`config.mk`:
```
export PLATFORM = sky130hd
export DESIGN_NAME = score_ctrl
export DESIGN_NICKNAME = d
export VERILOG_FILES = /design/src/rtl/score_pkg.sv /design/src/rtl/score_ctrl_bcd_digit.sv /design/src/rtl/score_ctrl.sv
export SDC_FILE = /design/constraint.sdc
export NUM_CORES = 1
export LEC_CHECK = 0
export CORE_MARGIN = 2
export CORE_UTILIZATION = 47
export DETAILED_ROUTE_END_ITERATION = 12
export PLACE_DENSITY = 0.85
export SLEW_MARGIN = 20
export SYNTH_ARGS = -nofsm -noshare
export SYNTH_HDL_FRONTEND = slang
export SYNTH_HIERARCHICAL = 1
export SYNTH_SLANG_ARGS = --single-unit
export TNS_END_PERCENT = 50
```
`constraint.sdc`:
```
create_clock -name Clock -period 3.76 [get_ports Clock]
set_input_delay 0.376 -clock Clock [delete_from_list [all_inputs] [get_ports Clock]]
set_output_delay 0.376 -clock Clock [all_outputs]
set_load 0.02 [all_outputs]
```
`src/rtl/score_pkg.sv`:
```
// Shared types and constants for the score controller: FSM states, 7-segment patterns, BCD decoder.
// Latency: n/a (package only).
// Backpressure: n/a (package only).
package score_pkg;

    typedef enum logic [1:0] {
        IDLE = 2'd0,
        PLAY = 2'd1,
        OVER = 2'd2
    } state_t;

    // Active-low segment patterns, bit order {g,f,e,d,c,b,a}
    localparam logic [6:0] SEG_0     = 7'b1000000;
    localparam logic [6:0] SEG_1     = 7'b1111001;
    localparam logic [6:0] SEG_2     = 7'b0100100;
    localparam logic [6:0] SEG_3     = 7'b0110000;
    localparam logic [6:0] SEG_4     = 7'b0011001;
    localparam logic [6:0] SEG_5     = 7'b0010010;
    localparam logic [6:0] SEG_6     = 7'b0000010;
    localparam logic [6:0] SEG_7     = 7'b1111000;
    localparam logic [6:0] SEG_8     = 7'b0000000;
    localparam logic [6:0] SEG_9     = 7'b0010000;
    localparam logic [6:0] SEG_BLANK = 7'b1111111;

    // Codes 10-15 never occur in a BCD counter; show them as a dark digit
    function automatic logic [6:0] bcd_to_seg(input logic [3:0] d);
        logic [6:0] s;
        case (d)
            4'd0:    s = SEG_0;
            4'd1:    s = SEG_1;
            4'd2:    s = SEG_2;
            4'd3:    s = SEG_3;
            4'd4:    s = SEG_4;
            4'd5:    s = SEG_5;
            4'd6:    s = SEG_6;
            4'd7:    s = SEG_7;
            4'd8:    s = SEG_8;
            4'd9:    s = SEG_9;
            default: s = SEG_BLANK;
        endcase
        return s;
    endfunction

endpackage

```
`src/rtl/score_ctrl_bcd_digit.sv`:
```
// One decimal digit of a ripple BCD counter with synchronous clear.
// Latency: digit updates on the Clock edge after inc/clr; carry_out is combinational from inc and the digit register.
// Backpressure: none; inc is consumed every cycle it is high.
//
// Ports: Clock, RST_n (async active-low), clr (sync clear, wins over inc),
//        inc (count enable), digit[3:0] (registered value), carry_out (inc & digit==9).
module bcd_digit (
    input  logic       Clock,
    input  logic       RST_n,
    input  logic       clr,
    input  logic       inc,
    output logic [3:0] digit,
    output logic       carry_out
);

    assign carry_out = inc & (digit == 4'd9);

    always_ff @(posedge Clock or negedge RST_n) begin
        if (!RST_n) begin
            digit <= 4'd0;
        end else if (clr) begin
            digit <= 4'd0;
        end else if (inc) begin
            digit <= (digit == 4'd9) ? 4'd0 : digit + 4'd1;
        end
    end

endmodule

```
`src/rtl/score_ctrl.sv`:
```
// Game score controller: IDLE/PLAY/OVER FSM, 3-digit saturating BCD score, optional high score, 7-seg outputs.
// Latency: start/pass/collide act on the next Clock edge; displays follow registers with no input-to-output path.
// Backpressure: none; start and pass are edge-detected, collide is level-sensitive.
//
// Ports: Clock, RST_n (async active-low), start, pass, collide (level inputs),
//        hex0..hex2 score digits, hex3..hex5 high-score digits (ones..hundreds, active-low {g..a}),
//        playing (state is PLAY), score_max (score is 999).
// Build option: define SCORE_HISCORE_EN to include the high-score register; otherwise hex3..hex5 are dark.
module score_ctrl
    import score_pkg::*;
#(
    parameter int OVER_HOLD = 8
) (
    input  logic       Clock,
    input  logic       RST_n,
    input  logic       start,
    input  logic       pass,
    input  logic       collide,
    output logic [6:0] hex0,
    output logic [6:0] hex1,
    output logic [6:0] hex2,
    output logic [6:0] hex3,
    output logic [6:0] hex4,
    output logic [6:0] hex5,
    output logic       playing,
    output logic       score_max
);

    // +2 keeps the width at least one bit even for OVER_HOLD = 0
    localparam int HW = $clog2(OVER_HOLD + 2);

    state_t        state_q, state_d;
    logic          start_q, pass_q;
    logic          start_e, pass_e;
    logic [HW-1:0] hold_q;

    logic          clr_score;
    logic          inc_req;
    logic          inc_score;
    logic          load_hold;
    logic          game_end;

    logic [3:0]    d0, d1, d2;
    logic          c0, c1, c2;

    // ---------------- edge detection ----------------
    always_ff @(posedge Clock or negedge RST_n) begin
        if (!RST_n) begin
            start_q <= 1'b0;
            pass_q  <= 1'b0;
        end else begin
            start_q <= start;
            pass_q  <= pass;
        end
    end

    assign start_e = start & ~start_q;
    assign pass_e  = pass  & ~pass_q;

    // ---------------- FSM ----------------
    always_ff @(posedge Clock or negedge RST_n) begin
        if (!RST_n) begin
            state_q <= IDLE;
        end else begin
            state_q <= state_d;
        end
    end

    always_comb begin
        state_d   = state_q;
        clr_score = 1'b0;
        inc_req   = 1'b0;
        load_hold = 1'b0;
        game_end  = 1'b0;
        case (state_q)
            IDLE: begin
                clr_score = 1'b1;
                if (start_e) begin
                    state_d = PLAY;
                end
            end
            PLAY: begin
                // collision has priority over a simultaneous pass edge
                if (collide) begin
                    state_d   = OVER;
                    load_hold = 1'b1;
                    game_end  = 1'b1;
                end else if (pass_e) begin
                    inc_req = 1'b1;
                end
            end
            OVER: begin
                if (start_e && (hold_q == '0)) begin
                    state_d   = PLAY;
                    clr_score = 1'b1;
                end
            end
            default: begin
                state_d = IDLE;
            end
        endcase
    end

    // ---------------- OVER hold-off counter ----------------
    always_ff @(posedge Clock or negedge RST_n) begin
        if (!RST_n) begin
            hold_q <= '0;
        end else if (load_hold) begin
            hold_q <= HW'(OVER_HOLD);
        end else if ((state_q == OVER) && (hold_q != '0)) begin
            hold_q <= hold_q - 1'b1;
        end
    end

    // ---------------- score counter ----------------
    assign score_max = (d2 == 4'd9) && (d1 == 4'd9) && (d0 == 4'd9);
    // blocking the increment at 999 gives saturation instead of wrap to 000
    assign inc_score = inc_req & ~score_max;

    bcd_digit u_ones (
        .Clock     (Clock),
        .RST_n     (RST_n),
        .clr       (clr_score),
        .inc       (inc_score),
        .digit     (d0),
        .carry_out (c0)
    );

    bcd_digit u_tens (
        .Clock     (Clock),
        .RST_n     (RST_n),
        .clr       (clr_score),
        .inc       (c0),
        .digit     (d1),
        .carry_out (c1)
    );

    bcd_digit u_hund (
        .Clock     (Clock),
        .RST_n     (RST_n),
        .clr       (clr_score),
        .inc       (c1),
        .digit     (d2),
        .carry_out (c2)
    );

    assign playing = (state_q == PLAY);
    assign hex0    = bcd_to_seg(d0);
    assign hex1    = bcd_to_seg(d1);
    assign hex2    = bcd_to_seg(d2);

`ifdef SCORE_HISCORE_EN
    logic [11:0] hi_q;
    logic [11:0] score_bcd;

    // BCD digits concatenated hundreds..ones compare correctly as a plain binary magnitude
    assign score_bcd = {d2, d1, d0};

    always_ff @(posedge Clock or negedge RST_n) begin
        if (!RST_n) begin
            hi_q <= '0;
        end else if (game_end && (score_bcd > hi_q)) begin
            hi_q <= score_bcd;
        end
    end

    assign hex3 = bcd_to_seg(hi_q[3:0]);
    assign hex4 = bcd_to_seg(hi_q[7:4]);
    assign hex5 = bcd_to_seg(hi_q[11:8]);

    logic unused_hi;
    assign unused_hi = c2;
`else
    assign hex3 = SEG_BLANK;
    assign hex4 = SEG_BLANK;
    assign hex5 = SEG_BLANK;

    logic unused_hi;
    assign unused_hi = c2 ^ game_end;
`endif

endmodule

```
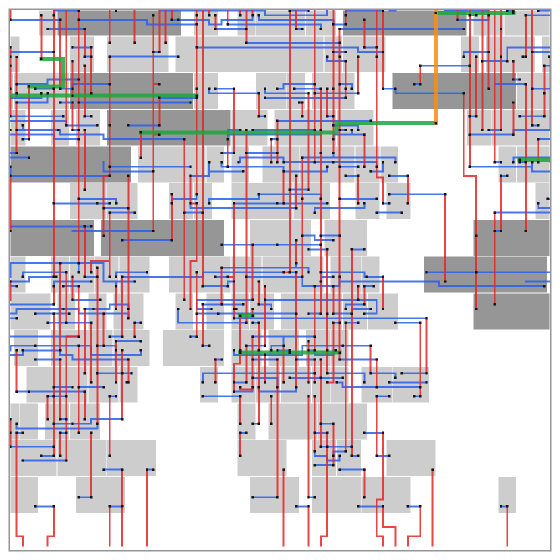
Fig. 1. Close-up of the layout.
Window x 14 to 54, y 0 to 40 um. Cells in grey, sequential cells in the stronger grey; small squares are vias.
- blue: met1
- red: met2
- green: met3
- orange: met4
- cells with their middle in the window: 119
- sequential cells in the window: 11
- most frequent: ha_1 (14)
- netlist names of flops here include: `u_tens/digit` (4), `u_hund/digit` (3), `hold_q` (2)

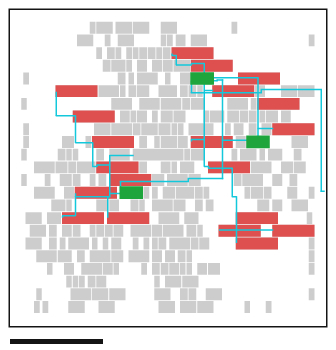
Fig. 2. Clock distribution.
Bar = 20 um.
- red: flip-flops (count 20)
- cyan: clock wires (length 277 um)
- green: cells driving clock nets (count 3)
- routed clock nets: 4

==> results.yml <==
# implementation run metrics
global_routing:
  grt_pass1_vias: 1419
  grt_use_met2_pct: 31.9
  overflow: 0
  grt_max_degree: 21
logic_synthesis:
  synth_warnings: 6
worst_setup_path:
  end_kind: "register"
  path_buffers: 3
  cp_top_family: "simple AND/OR/NAND/NOR gates"
  cp.required_ps: 3950
pwr:
  power.density_nw_per_um2: 313
  finalPower_uw: 693
sta:
  finalClockSkew_ps: 6.75
  rsz0062_at_grt: "no"
  setup_viol: 0
  fin_ws_ps: 342
  min_period_over_period_pct: 90.9
  setup-tns-final_ps: 0
route:
  dr.first_iter.drc_count: 63
  vias: 1626
  drt_wl_total_um: 3820
  met2_wirelength_um: 1970
cts:
  htreeDepth: 1
  cts_tree: "built"
  post_cts_resized: 0
  clk_latency_ps: 270
  clock-root-buffer: "clkbuf_8"
layout:
  combGateArea_sq_um: 1230
  finish.utilization_pct: 56.3
  drive_above_1_share_pct: 6.87
  area_delta_synth_final_pct: 16.3
  stdcell_count: 312
die:
  dieHeight_um: 67.7
  num_io_pins: 49
status:
  run_status: "finished, final reports clean"
place:
  numPortBuffers: 27
  dp_hpwl_um: 2800
  dpl-instance-area_sq_um: 2150
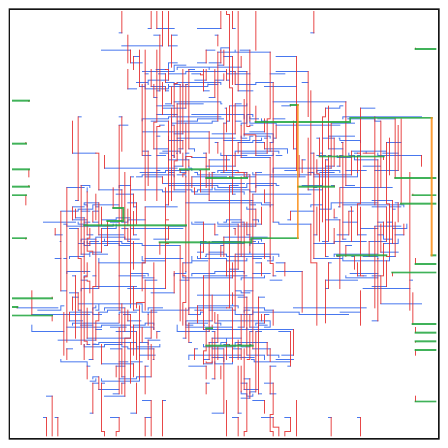
Fig. 3. Metal layers overlaid.
- red: met2 (wire length 1970 um)
- green: met3 (wire length 190 um)
- orange: met4 (wire length 42.8 um)
- blue: met1 (wire length 1620 um)

[worst register-to-register path, cell delays in order (launching register included)]
cell and delay (ps):
dfrtp_1 510, inv_1 160, ha_1 240, and4b_1 220, and3_1 200, nor4b_2 510, inv_1 160, nor2_1 340
inv_1 140, nor2_1 370, nand2_2 100, a211o_1 300, a21oi_2 110
[registers in the layout, indices dropped and copies added (netlist names)]
name,flops
u_hund/digit,4
u_ones/digit,4
start_q,1
u_tens/digit,4
state_q,2
hold_q,4
pass_q,1
[worst paths after layout]
kind / from / endpoint / slack (ps) / cells after the start
min in group asynchronous: RST_n / hold_q[3] / 610 / 1
max in group asynchronous: RST_n / u_tens/digit[1] / 2580 / 1
worst max-delay path: u_tens/digit[1] / u_hund/digit[2] / 340 / 12
worst min-delay path: hold_q[2] / hold_q[2] / 530 / 1
worst max register to register: u_tens/digit[1] / u_hund/digit[2] / 340 / 12
worst min register to register: hold_q[2] / hold_q[2] / 530 / 1
[cell type report]
cell class	count	share of cell area, %
Multi-Input combinational cell	190	55.7
Inverter	21	3.55
Timing Repair Buffer	27	12.2
Sequential cell	20	22.6
Clock buffer	3	1.86
Clock inverter	1	1.35
Tap cell	50	2.82
[power breakdown]
group	internal (uW)	total, uW	switching (uW)
Sequential	245	281	36.4
Clock	142	215	72.9
Combinational	74.6	197	122
[cells in the final DEF, fill, tap and decap left out, drive strengths merged, types with 2 or more instances in the layout]
cell type,count
nand3b,11
nor2,19
and4b,4
nor2b,5
a211oi,2
nand3,2
conb,21
ha,23
nand2,17
or2,3
a31oi,7
o31ai,2
a21boi,3
a21oi,29
nand2b,11
clkbuf,3
a211o,3
xor2,2
clkdlybuf4s50,27
inv,21
dfrtp,20
o21ai,15
No activity file was given, so power comes from the tool's default toggle rates.
